File: src/rtl/lb_bank_sched.sv
// Line-buffer bank scheduler: rotates NBANK line RAMs between capture and window read,
// with an optional host readback arbiter compiled in by LB_SCHED_HOST_EN.
module lb_bank_sched #(
  parameter int unsigned HACT       = 10,
  parameter int unsigned NBANK      = 3,
  localparam int unsigned ADDR_WIDTH = $clog2(HACT)
) (
  input  logic                  clk,
  input  logic                  rstn,
  input  logic                  i_vsync,
  input  logic                  i_de,
  input  logic                  i_hreq,
  input  logic [1:0]            i_hbank,
  input  logic [ADDR_WIDTH-1:0] i_haddr,
  output logic [NBANK-1:0]      o_bank_cs,
  output logic [NBANK-1:0]      o_bank_we,
  output logic [ADDR_WIDTH-1:0] o_addr,
  output logic [1:0]            o_wr_bank,
  output logic                  o_rd_valid,
  output logic [10:0]           o_line_cnt,
  output logic                  o_frame_start,
  output logic                  o_ovf,
  output logic                  o_hgnt,
  output logic                  o_hvalid
);

  // Column counter is one bit wider when needed so it can hold HACT itself (overflow marker).
  localparam int unsigned ColWidth = $clog2(HACT + 1);

  localparam logic [ColWidth-1:0] HactCol  = ColWidth'(HACT);
  localparam logic [1:0]          LastBank = 2'(NBANK - 1);
  localparam logic [1:0]          FillDone = 2'(NBANK - 2);
  localparam logic [10:0]         LineMax  = 11'h7ff;

  typedef enum logic [1:0] {StIdle, StFill, StRun} state_e;

  state_e              state_q, state_d;
  logic [ColWidth-1:0] col_q, col_d;
  logic [1:0]          wr_bank_q, wr_bank_d;
  logic [1:0]          fill_q, fill_d;
  logic [10:0]         line_cnt_q, line_cnt_d;
  logic                ovf_q, ovf_d;
  logic                de_q, de_d;
  logic                vsync_q, vsync_d;
  logic                frame_start_q, frame_start_d;
  logic                hvalid_q, hvalid_d;
  logic                rst_done_q, rst_done_d;

  logic line_end;
  logic ovf_cyc;
  logic wr_en;
  logic rd_en;
  logic hgnt;

  assign line_end = de_q & ~i_de;
  assign ovf_cyc  = (col_q == HactCol);
  assign wr_en    = (state_q != StIdle) & i_de & ~ovf_cyc;
  assign rd_en    = (state_q == StRun) & i_de;

`ifdef LB_SCHED_HOST_EN
  // Pixel traffic always wins; host only gets cycles with DE low.
  assign hgnt = i_hreq & ~i_de & rst_done_q;
`else
  logic unused_host;
  assign unused_host = ^{i_hreq, i_hbank, i_haddr, rst_done_q};
  assign hgnt        = 1'b0;
`endif

  always_comb begin
    state_d       = state_q;
    col_d         = col_q;
    wr_bank_d     = wr_bank_q;
    fill_d        = fill_q;
    line_cnt_d    = line_cnt_q;
    ovf_d         = ovf_q;
    de_d          = i_de;
    vsync_d       = i_vsync;
    frame_start_d = vsync_q & ~i_vsync;
    hvalid_d      = hgnt;
    rst_done_d    = 1'b1;

    if (i_vsync) begin
      // Vsync clear takes precedence over a coincident line end.
      state_d    = StIdle;
      col_d      = '0;
      wr_bank_d  = '0;
      fill_d     = '0;
      line_cnt_d = '0;
      ovf_d      = 1'b0;
    end else begin
      if (state_q == StIdle) begin
        state_d = StFill;
      end
      if (i_de) begin
        if (col_q < HactCol) begin
          col_d = col_q + ColWidth'(1);
        end else begin
          ovf_d = 1'b1;
        end
      end
      if (line_end) begin
        col_d     = '0;
        wr_bank_d = (wr_bank_q == LastBank) ? 2'd0 : wr_bank_q + 2'd1;
        if (line_cnt_q != LineMax) begin
          line_cnt_d = line_cnt_q + 11'd1;
        end
        if (state_q == StFill) begin
          fill_d = fill_q + 2'd1;
          if (fill_q == FillDone) begin
            state_d = StRun;
          end
        end
      end
    end
  end

  always_ff @(posedge clk or negedge rstn) begin
    if (!rstn) begin
      state_q       <= StIdle;
      col_q         <= '0;
      wr_bank_q     <= '0;
      fill_q        <= '0;
      line_cnt_q    <= '0;
      ovf_q         <= 1'b0;
      de_q          <= 1'b0;
      vsync_q       <= 1'b0;
      frame_start_q <= 1'b0;
      hvalid_q      <= 1'b0;
      rst_done_q    <= 1'b0;
    end else begin
      state_q       <= state_d;
      col_q         <= col_d;
      wr_bank_q     <= wr_bank_d;
      fill_q        <= fill_d;
      line_cnt_q    <= line_cnt_d;
      ovf_q         <= ovf_d;
      de_q          <= de_d;
      vsync_q       <= vsync_d;
      frame_start_q <= frame_start_d;
      hvalid_q      <= hvalid_d;
      rst_done_q    <= rst_done_d;
    end
  end

  // RAM controls are combinational so the banks sample them on the same edge.
  always_comb begin
    o_bank_cs = '0;
    o_bank_we = '0;
    for (int b = 0; b < int'(NBANK); b++) begin
      o_bank_we[b] = wr_en & (wr_bank_q == 2'(b));
      o_bank_cs[b] = (wr_en & (wr_bank_q == 2'(b))) |
                     (rd_en & (wr_bank_q != 2'(b))) |
                     (hgnt  & (i_hbank == 2'(b)));
    end
    o_addr = hgnt ? i_haddr : col_q[ADDR_WIDTH-1:0];
  end

  assign o_wr_bank     = wr_bank_q;
  assign o_rd_valid    = rd_en;
  assign o_line_cnt    = line_cnt_q;
  assign o_frame_start = frame_start_q;
  assign o_ovf         = ovf_q;
  assign o_hgnt        = hgnt;
  assign o_hvalid      = hvalid_q;

endmodule
File: config.mk
export PLATFORM = sky130hd
export DESIGN_NAME = lb_bank_sched
export DESIGN_NICKNAME = d
export VERILOG_FILES = /design/src/rtl/lb_bank_sched.sv
export SDC_FILE = /design/constraint.sdc
export NUM_CORES = 1
export LEC_CHECK = 0
export CORE_ASPECT_RATIO = 0.5
export CORE_UTILIZATION = 42
export CTS_CLUSTER_SIZE = 25
export DETAILED_ROUTE_END_ITERATION = 10
export GPL_TIMING_DRIVEN = 0
export PLACE_DENSITY = 0.76
export SYNTH_ARGS = -nofsm -noshare
export SYNTH_HDL_FRONTEND = slang
export SYNTH_SLANG_ARGS = --single-unit
File: constraint.sdc
create_clock -name clk -period 1.5 [get_ports clk]
set_input_delay 0.225 -clock clk [delete_from_list [all_inputs] [get_ports clk]]
set_output_delay 0.225 -clock clk [all_outputs]
set_load 0.1 [all_outputs]
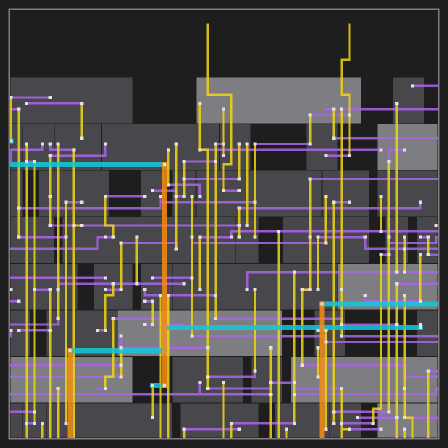
Fig. 1. A small window of the routed layout.
Window x 8 to 33, y 17 to 42 µm. Cells in grey, sequential cells in the stronger grey; small squares are vias.
legend:
  orange:
    layer: M4
  purple:
    layer: M1
  cyan:
    layer: M3
  yellow:
    layer: M2
cells with their middle in the window: 37
sequential cells in the window: 5
most frequent: dfrtp_2 (4)
netlist names of flops here include: o_addr (2), o_wr_bank (2)

==> notes.md <==
impl run done, here's what came out: Worst VDD drop 0.000504 V, Comb. pwr around 360 µW, PwrDens between 600 and 700 nW/µm², number of synthesized flops with an enable pin 0, total die area 3380 µm², failing checks negative setup slack, r2r setup slk -0.17 ns, NetSw 498 µW, I/O Pins 39, Seq cells post-synth 25, Final Setup Violations 16, CP delay by family, top flip-flops, Clk. pwr ~420 µW, ys cells 138, Seq pwr share 0.482, Post-synth seq share 0.475, initial drt markers 89, post-cts gate resize count 142, DRC viols 0, gr usage total 0.226, DR vias 1268, Critical Path Max Stage Delay 0.50 ns, Leak roughly 0.00093 µW, Finished Core Util 0.769, r2r worst-path depth 5, core box area 2780 µm², tool warning count 37, worst slew margin relative to its limit 0.248, vias per cell 5.51, CP Buf/Inv Count 2, worst path arrival time 1.68 ns, Logic pwr share 0.240, Core Util at FP 0.474, MaxCap Viol Count 0, Worst Clk Skew between 0.008 and 0.009 ns, Overflow after GRT 0, layout cells sized above 1 0.523, first-pass GRT wire length 5750 µm, highest-power group registers, Late-Pin Clk Latency 0.28 ns, dominant register cell dfrtp_1, diode count 0, cell internal pwr approximately 1000 µW, post-DP HPWL 2040 µm, root buf cell clkbuf_8, final setup margin -0.403 ns, outcome finished, violations left, YS chip area 1320 µm², Syn Area/Cell 9.55 µm², Die Ht 41.6 µm, H-tree depth 1
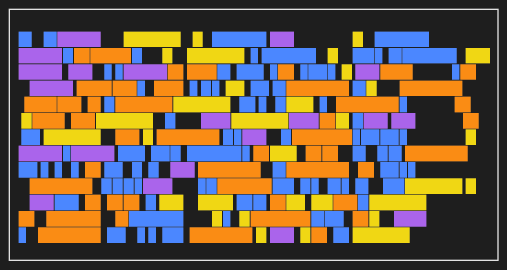
Fig. 2. Drive-strength map.
Scale: 6 px per µm.
legend:
  yellow:
    size: x2
    cells: 33
  orange:
    size: x3 and x4
    cells: 48
  blue:
    size: x1 and smaller
    cells: 92
  purple:
    size: x6 and larger
    cells: 20
Signal buffers: 59
Area Overhead vs Synth: 62.3%
final setup margin: -0.403 ns
cell area after layout: 2140 µm²

-- cells by family (layout without fill, tap and decap cells) --
| kind of cell | Yosys count | after routing | share of synthesized area |
|---|---|---|---|
| muxes | 2 | 2 | 0.0171 |
| buffers and inverters | 16 | 70 | 0.0636 |
| DFF | 25 | 25 | 0.475 |
| other | 1 | 2 | 0.00285 |
| and+or+nand+nor | 58 | 58 | 0.220 |
| AOI/OAI and AO/OA | 27 | 27 | 0.150 |
| xor gates and xnor gates | 5 | 5 | 0.0332 |
| adders and majority gates | 4 | 4 | 0.0380 |
-- registers in the layout (all words and copies together), names as in the netlist --
signal         cells
de_q               1
fill_q             2
o_addr             4
o_frame_start      1
o_line_cnt        11
o_ovf              1
o_wr_bank          2
state_q            2
vsync_q            1
-- path summary, 6_finish.rpt --
path                                              to                       from
max reg2reg                o_line_cnt[7]$_DFFE_PN0P_  o_line_cnt[2]$_DFFE_PN0P_
max                                     o_bank_cs[1]      o_addr[0]$_DFFE_PN0P_
min                             state_q[1]$_DFF_PN0_                       rstn
max in group asynchronous  o_line_cnt[1]$_DFFE_PN0P_                       rstn
min in group clk                   vsync_q$_DFF_PN0_                    i_vsync
min reg2reg                  o_frame_start$_DFF_PN0_          vsync_q$_DFF_PN0_
-- synth_stat cells (2+ instances only) --
master / n / area [µm²]
dfrtp_1: 25 / 626
nor2_1: 20 / 75.1
a21oi_1: 9 / 45.0
nand2_1: 9 / 33.8
inv_1: 7 / 26.3
nand3_1: 6 / 30.0
ha_1: 4 / 50.1
nand4_1: 4 / 25.0
nor2b_1: 4 / 25.0
nor3_1: 4 / 20.0
xnor2_1: 4 / 35.0
a211oi_1: 3 / 22.5
clkbuf_1: 3 / 11.3
nand2b_1: 3 / 18.8
a21o_1: 2 / 15.0
a41o_1: 2 / 20.0
buf_4: 2 / 15.0
buf_6: 2 / 22.5
mux2_1: 2 / 22.5
o21ai_1: 2 / 10.0
-- final cells by class --
| type | count | area (µm²) | share of cell area |
|---|---|---|---|
| Multi-Input combinational cell | 98 | 788 | 0.369 |
| Sequential cell | 25 | 674 | 0.315 |
| Timing Repair Buffer | 51 | 485 | 0.227 |
| Buffer | 8 | 66.3 | 0.0310 |
| Tap cell | 37 | 46.3 | 0.0217 |
| Clock buffer | 3 | 41.3 | 0.0193 |
| Inverter | 7 | 31.3 | 0.0146 |
| Clock inverter | 1 | 5.00 | 0.00234 |
-- layout by cell type, fill, tap and decap left out, types with 7 or more instances in the layout --
master	n
buf_12	7
dfrtp_2	9
buf_4	17
buf_6	9
nand2_1	7
nor2_1	17
a21oi_1	8
buf_2	12
dfrtp_4	10
-- stage by stage --
stage	cell area, µm²	TNS (ns)	instances	hold slack, ns	setup slack, ns
6_report	2140	-3.38	230	0.279	-0.403
2_1_floorplan	1500	-5.29	139	-0.0706	-1.10
3_5_place_dp	1840	-24.01	205	0.462	-1.24
4_1_cts	2070	-3.28	224	0.334	-0.447
3_3_place_gp	1840	-22.44	205	0.447	-1.22
5_1_grt	2140	-4.50	230	0.385	-0.467
-- layer usage --
layer  share of wire  track usage
met1            0.42        0.308
met2            0.51        0.365
met3           0.059       0.0462
met4           0.017       0.0679
met5               0            0
Power figures rest on the tool's default switching activity, not on a simulated workload.
